**src/rtl/alu_pkg.sv**
```systemverilog
// alu_pkg: opcode constants and sequencer FSM state type shared by the ALU and alu_sequencer.
package alu_pkg;
   localparam logic [2:0] OP_ADD  = 3'b000;
   localparam logic [2:0] OP_SUB  = 3'b001;
   localparam logic [2:0] OP_AND  = 3'b010;
   localparam logic [2:0] OP_OR   = 3'b011;
   localparam logic [2:0] OP_XOR  = 3'b100;
   localparam logic [2:0] OP_SHL  = 3'b101;
   localparam logic [2:0] OP_SHR  = 3'b110;
   localparam logic [2:0] OP_RSVD = 3'b111;
   typedef enum logic [1:0] {S_IDLE, S_EXEC, S_RESP} state_t;
endpackage

```
**src/rtl/alu_sequencer.sv**
```systemverilog
// alu_sequencer: issues one command at a time to an external ALU and registers its response.
// ALU_SEQ_RSVD_TRAP_EN: opcode 111 is accepted in IDLE and answered only by a one-cycle err pulse.
module alu_sequencer
   import alu_pkg::*;
#(
   parameter int d_Width = 8
) (
   input  logic               clk,
   input  logic               rst,
   input  logic               cmd_valid,
   output logic               cmd_ready,
   input  logic [2:0]         cmd_opcode,
   input  logic [d_Width-1:0] cmd_opA,
   input  logic [d_Width-1:0] cmd_opB,
   input  logic               cmd_use_acc,
   output logic [d_Width-1:0] alu_opA,
   output logic [d_Width-1:0] alu_opB,
   output logic [2:0]         alu_opcode,
   input  logic [d_Width-1:0] alu_result,
   input  logic               alu_carry,
   input  logic               alu_zero,
   output logic               rsp_valid,
   input  logic               rsp_ready,
   output logic [d_Width-1:0] rsp_result,
   output logic               rsp_carry,
   output logic               rsp_zero,
   output logic [d_Width-1:0] acc,
   output logic               err
);
   state_t             r_state, w_next;
   logic [d_Width-1:0] r_opA, r_opB, r_result, r_acc;
   logic [2:0]         r_opc;
   logic               r_carry, r_zero, w_rsvd, w_take;

   assign w_take = (r_state == S_IDLE) && cmd_valid;

`ifdef ALU_SEQ_RSVD_TRAP_EN
   logic r_err;
   assign w_rsvd = (cmd_opcode == OP_RSVD);
   always_ff @(posedge clk)
      r_err <= !rst && w_take && w_rsvd;
   assign err = r_err;
`else
   assign w_rsvd = 1'b0;
   assign err    = 1'b0;
`endif

   always_ff @(posedge clk)
      if (rst) r_state <= S_IDLE;
      else     r_state <= w_next;

   always_comb
      w_next = (r_state == S_IDLE) ? ((cmd_valid && !w_rsvd) ? S_EXEC : S_IDLE) :
               (r_state == S_EXEC) ? S_RESP :
               (rsp_ready ? S_IDLE : S_RESP);

   always_comb begin
      cmd_ready = (r_state == S_IDLE) && !rst;
      rsp_valid = (r_state == S_RESP);
   end

   always_ff @(posedge clk)
      if (rst) begin
         r_opc    <= OP_ADD;
         r_opA    <= '0;
         r_opB    <= '0;
         r_result <= '0;
         r_acc    <= '0;
         r_carry  <= 1'b0;
         r_zero   <= 1'b0;
      end else begin
         if (w_take && !w_rsvd) begin
            r_opc <= cmd_opcode;
            r_opA <= cmd_use_acc ? r_acc : cmd_opA;
            r_opB <= cmd_opB;
         end
         // The ALU reports the sum carry for every opcode; only ADD keeps it.
         if (r_state == S_EXEC) begin
            r_result <= alu_result;
            r_acc    <= alu_result;
            r_zero   <= alu_zero;
            r_carry  <= alu_carry && (r_opc == OP_ADD);
         end
      end

   assign alu_opA    = r_opA;
   assign alu_opB    = r_opB;
   assign alu_opcode = r_opc;
   assign rsp_result = r_result;
   assign rsp_carry  = r_carry;
   assign rsp_zero   = r_zero;
   assign acc        = r_acc;
endmodule

```
**config.mk**
```make
export PLATFORM = sky130hd
export DESIGN_NAME = alu_sequencer
export DESIGN_NICKNAME = d
export VERILOG_FILES = /design/src/rtl/alu_pkg.sv /design/src/rtl/alu_sequencer.sv
export SDC_FILE = /design/constraint.sdc
export NUM_CORES = 1
export LEC_CHECK = 0
export CAP_MARGIN = 30
export CORE_MARGIN = 10
export CORE_UTILIZATION = 33
export DETAILED_ROUTE_END_ITERATION = 10
export PLACE_DENSITY = 0.79
export SETUP_SLACK_MARGIN = 0.5
export SYNTH_ARGS = -nofsm -noshare
export SYNTH_HDL_FRONTEND = slang
export SYNTH_SLANG_ARGS = --single-unit
```
**constraint.sdc**
```tcl
create_clock -name clk -period 1.4 [get_ports clk]
set_clock_uncertainty 0.2 [all_clocks]
set_input_delay 0.28 -clock clk [delete_from_list [all_inputs] [get_ports clk]]
set_output_delay 0.28 -clock clk [all_outputs]
set_load 0.1 [all_outputs]
```
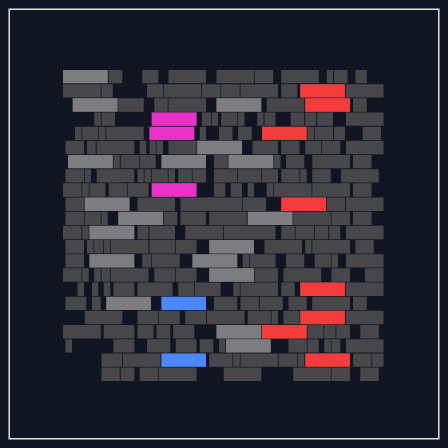
run_1/flops_by_reg.png
magenta -> alu_opcode  # flops 3
blue -> r_state  # flops 2
red -> acc  # flops 8
not colored = 18

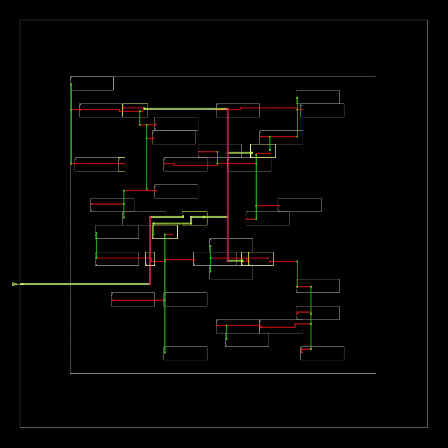
run_1/clocks.png
Flops: 31
Clock net power: 669 uW
clk_buf instances: 7

==> Changelog: implementation, run 1 <==
## Flow update

* Status: finished with violations
* Violated checks: negative setup slack
* GR Util met3 at 0.0778
* Core area at 3690 um^2
* Largest class: non-clock buffers
* Worst vdd ir at 0.782 mV
* Comb. pwr at 1.40 mW
* WP buf/inv at 2
* Most frequent logic cell in the layout: buf_12
* Sequential Area at 737 um^2
* TritonCTS clock tree: done
* Routed WL at 5280 um
* Crit path DRT at 0.92 ns
* Number of CTS-inserted buffers at 5
* Share of layout cells above drive strength 1 at 0.648
* CP Capture Type: output pin
* Worst EP arrival at 1.17 ns
* # fillers at 191
* Avg Cell Area, Syn at 8.61 um^2
* Wire per inst at 17.9 um
* Fp util at 0.346
* Crit-path leading delay family: flip-flops
* Comb power frac at 0.456
* Drt drc at 0
* Vias at 1,420
* Log Warnings at 29
* Mapped Cells at 148
* Nets at 280
* Final WS setup at -0.248 ns
* Top Layout Cells: 43 x buf_12, 31 x nand2_1, 31 x dfxtp_4, 31 x clkdlybuf4s50_1, 20 x buf_4
* Simple-Gate Fraction of Synth Area at 0.205
* Worst path cell trace: buf_6 -> nor3_4 -> buf_12
* Drt first pass iters at 4
* Sequential power at 1.01 mW
* Number of slew-limit violations in the final report at 0
* Clock slew at reported path FFs at 0.06 ns
* Min Tclk post-route at 1.65 ns
* Clock buffer depth at 2
* PwrDens at 989 nW/um^2
* Final setup viols at 21
* Startpoint types: flip-flop
* Antenna Nets Post-Route at 0
* Hold Crit Class: input port to flip-flop
* CTS Hold Bufs at 0
* WHS at 0.258 ns
* Flop share of the area at 0.237
* CP Max Fanout at 3
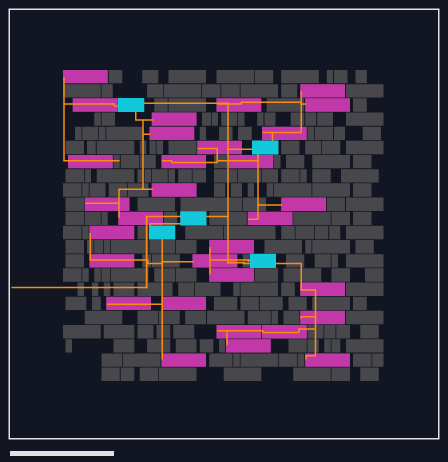
run_1/clk_routes.png
Bar = 20 um.
magenta -> flip-flops  # count 31
orange -> clock wires  # length 423 um
cyan -> clock drivers  # count 5
routed clock nets = 6

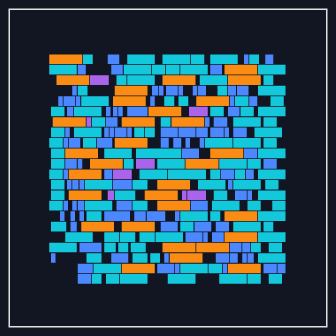
run_1/placement_by_type.png
orange -> flops  # cells 31, share of their area 24%
cyan -> other buffers and delay cells  # cells 108, share of their area 50%
purple -> clock drivers and dummy loads  # cells 8, share of their area 2.7%
blue -> combinational and other logic  # cells 100, share of their area 23%

run 1: metrics by stage:
step / power [mW] / instance area [um^2] / setup TNS [ns] / instances
5_1_grt: 3.21 / 3110 / -3.34 / 295
4_1_cts: 3.03 / 2960 / -1.94 / 289
2_1_floorplan: 1.79 / 1570 / -0.568 / 148
3_3_place_gp: 2.21 / 2590 / -9.29 / 258
6_report: 3.08 / 3110 / -1.86 / 295
3_5_place_dp: 2.23 / 2590 / -10.05 / 258
run 1: cell usage after synthesis:
master    count  share of area
a211oi_1      8          0.047
a211oi_2      1         0.0098
a21oi_1      21          0.082
and2_1        1         0.0049
and2b_1       1         0.0059
buf_1         1         0.0029
buf_2         2         0.0079
buf_4         9          0.053
buf_6         3          0.026
clkbuf_1      3         0.0088
clkbuf_2      1         0.0039
conb_1        1         0.0029
dfxtp_1      31           0.49
mux2i_1       8          0.063
nand2_1      42           0.12
nand2b_1      1         0.0049
nor2_1        8          0.024
nor2_2        1         0.0049
nor2b_1       1         0.0049
nor3_1        1         0.0039
nor3b_4       1          0.015
nor4b_1       1         0.0069
or3b_1        1         0.0069
run 1: flip-flops by register name, indices dropped and copies added, names as in the netlist:
register    flops
rsp_carry       1
acc             8
rsp_zero        1
alu_opcode      3
alu_opB         8
alu_opA         8
r_state         2
run 1: worst paths after layout:
kind,cells after the start,from,slack (ns),endpoint
worst min register to register,2,alu_opB[2]$_SDFFE_PP0P_,0.29,alu_opB[2]$_SDFFE_PP0P_
worst max-delay path,3,r_state[0]$_SDFF_PP0_,-0.25,cmd_ready
worst max register to register,6,r_state[0]$_SDFF_PP0_,-0.10,alu_opA[2]$_SDFFE_PP0P_
worst min-delay path,2,cmd_valid,0.26,r_state[0]$_SDFF_PP0_
run_1/metal_density.png
16 x 16 tiles, from dark blue (low) to red (high), scaled to the fullest tile. Values are wire area over tile area, all layers added.
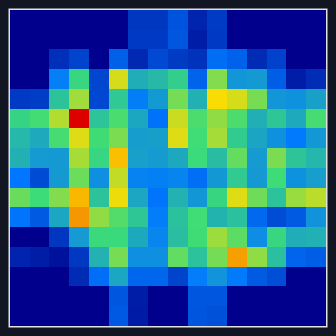

==> run 2, diff against run 1 <==
Settings changed: CORE_UTILIZATION 33 to 30, PLACE_DENSITY 0.79 to 0.74.
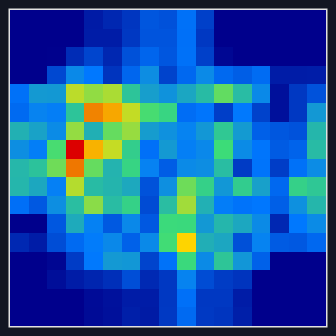
run_2/metal_density.png
17 x 17 tiles, from dark blue (low) to red (high), scaled to the fullest tile. Values are wire area over tile area, all layers added.
fullest tile = 0.48
densest ninth of the die = middle left
mean over tiles = 0.11

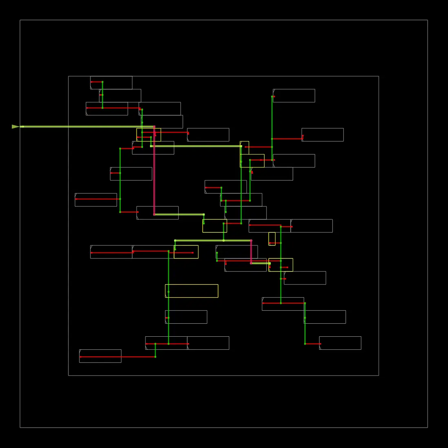
run_2/clocks.png
number of CTS-inserted buffers: 5
clk_buf instances: 5
Latency at later pin: 0.28 ns
CTS sink count: 31

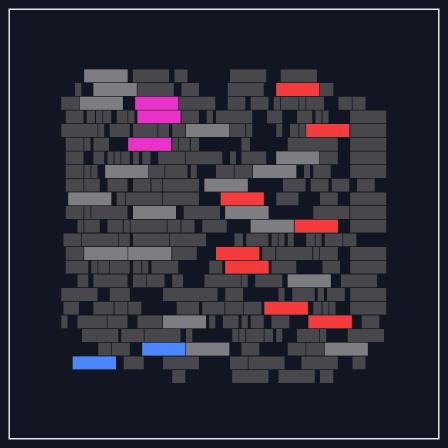
run_2/flops_by_reg.png
magenta -> alu_opcode  # flops 3
blue -> r_state  # flops 2
red -> acc  # flops 8

==> run 2 against run 1 <==
Effect of this change: the run still ends with negative setup slack left; first-iteration DRC count increased by 140%; worst hold slack got worse by 0.12 ns; clock-buffer cell count fell by 2; sequential share of layout area up 0.90 points.
==> Changelog: implementation, run 2 <==
## Flow update

* Crit path DRT at 0.92 ns (about the same)
* Worst vdd ir at 0.561 mV (-28%)
* Mapped Cells at 148 (unchanged)
* Yosys top cell by area: dfxtp_1
* EDFF count, synth at 0 (unchanged)
* TritonCTS clock tree: done
* Final WS setup at -0.221 ns (+0.0273 ns)
* Status: finished with violations
* Clock buffer depth at 2 (unchanged)
* Number of slew-limit violations in the final report at 0 (unchanged)
* Flops at 31 (unchanged)
* Final setup viols at 15 (-29%)
* Largest class: non-clock buffers
* # fillers at 285 (+49%)
* Share of layout cells above drive strength 1 at 0.582 (-0.0662)
* Violated checks: negative setup slack
* PwrDens at 1060 nW/um^2 (+7.1%)
* Worst EP arrival at 1.14 ns (-0.03 ns)
* Fp util at 0.314 (-0.0314)
* Startpoint types: flip-flop
* Top Layout Cells: 43 x buf_12, 36 x nand2_1, 31 x dfxtp_4, 31 x clkdlybuf4s50_1, 18 x buf_4
* CP Max Fanout at 2 (-1)
* Most common cell in the netlist: nand2_1
* Finished Cell Area at 3000 um^2 (-3.7%)
* Cell Count, Final, Fillers Out at 289 (-2.0%)
[run 2: cell counts after synthesis]
No cell type changed its count.
[run 2: timing repair]
action | CTS | global route
gates cloned | 2 | 2
endpoints found under the setup margin | 70 | 70
gates resized | 21 | 21
pin swaps | 2 | 12
setup buffers | 15 | 3
[run 2: logic make-up (layout without fill, tap and decap cells)]
| group | count (synthesis) | count (layout) | synth area share |
|---|---|---|---|
| and+or+nand+nor | 59 | 60 | 0.205 |
| other | 1 | 1 | 0.00294 |
| DFF | 31 | 31 | 0.487 |
| buffers and inverters | 19 | 109 | 0.103 |
| AOI/OAI and AO/OA | 30 | 30 | 0.139 |
| muxes | 8 | 8 | 0.0628 |
[run 2: critical path, stage by stage, from the launching register on]
cell and delay [ns]:
dfxtp_4 0.35, buf_6 0.11, nor3_4 0.20, buf_12 0.20
[run 2: path summary, 6_finish.rpt]
| path | end | cells past startpoint | slack, ns |
|---|---|---|---|
| max | cmd_ready | 3 | -0.22 |
| min | r_state[0]$_SDFF_PP0_ | 2 | 0.14 |
| max reg2reg | alu_opA[4]$_SDFFE_PP0P_ | 6 | -0.13 |
| min reg2reg | alu_opB[4]$_SDFFE_PP0P_ | 2 | 0.29 |
[run 2: where the power goes]
group / internal, mW / switching, mW / leakage (nW) / total [mW]
clock: 0.520 / 0.319 / 0.0556 / 0.839
combinational: 0.552 / 0.774 / 0.845 / 1.33
sequential: 0.930 / 0.0796 / 0.276 / 1.01
[run 2: per-stage QoR]
stage                     total power, mW  hold slack, ns  setup TNS, ns
final                                3.18           0.141          -1.50
after global routing                 3.32           0.147          -2.86
after CTS                            3.16           0.291          -2.99
after detailed placement             2.23           0.280          -9.99
after global placement               2.21           0.274          -9.19
after floorplan                      1.79           0.179         -0.568
Power is estimated from default activity; no workload was simulated.
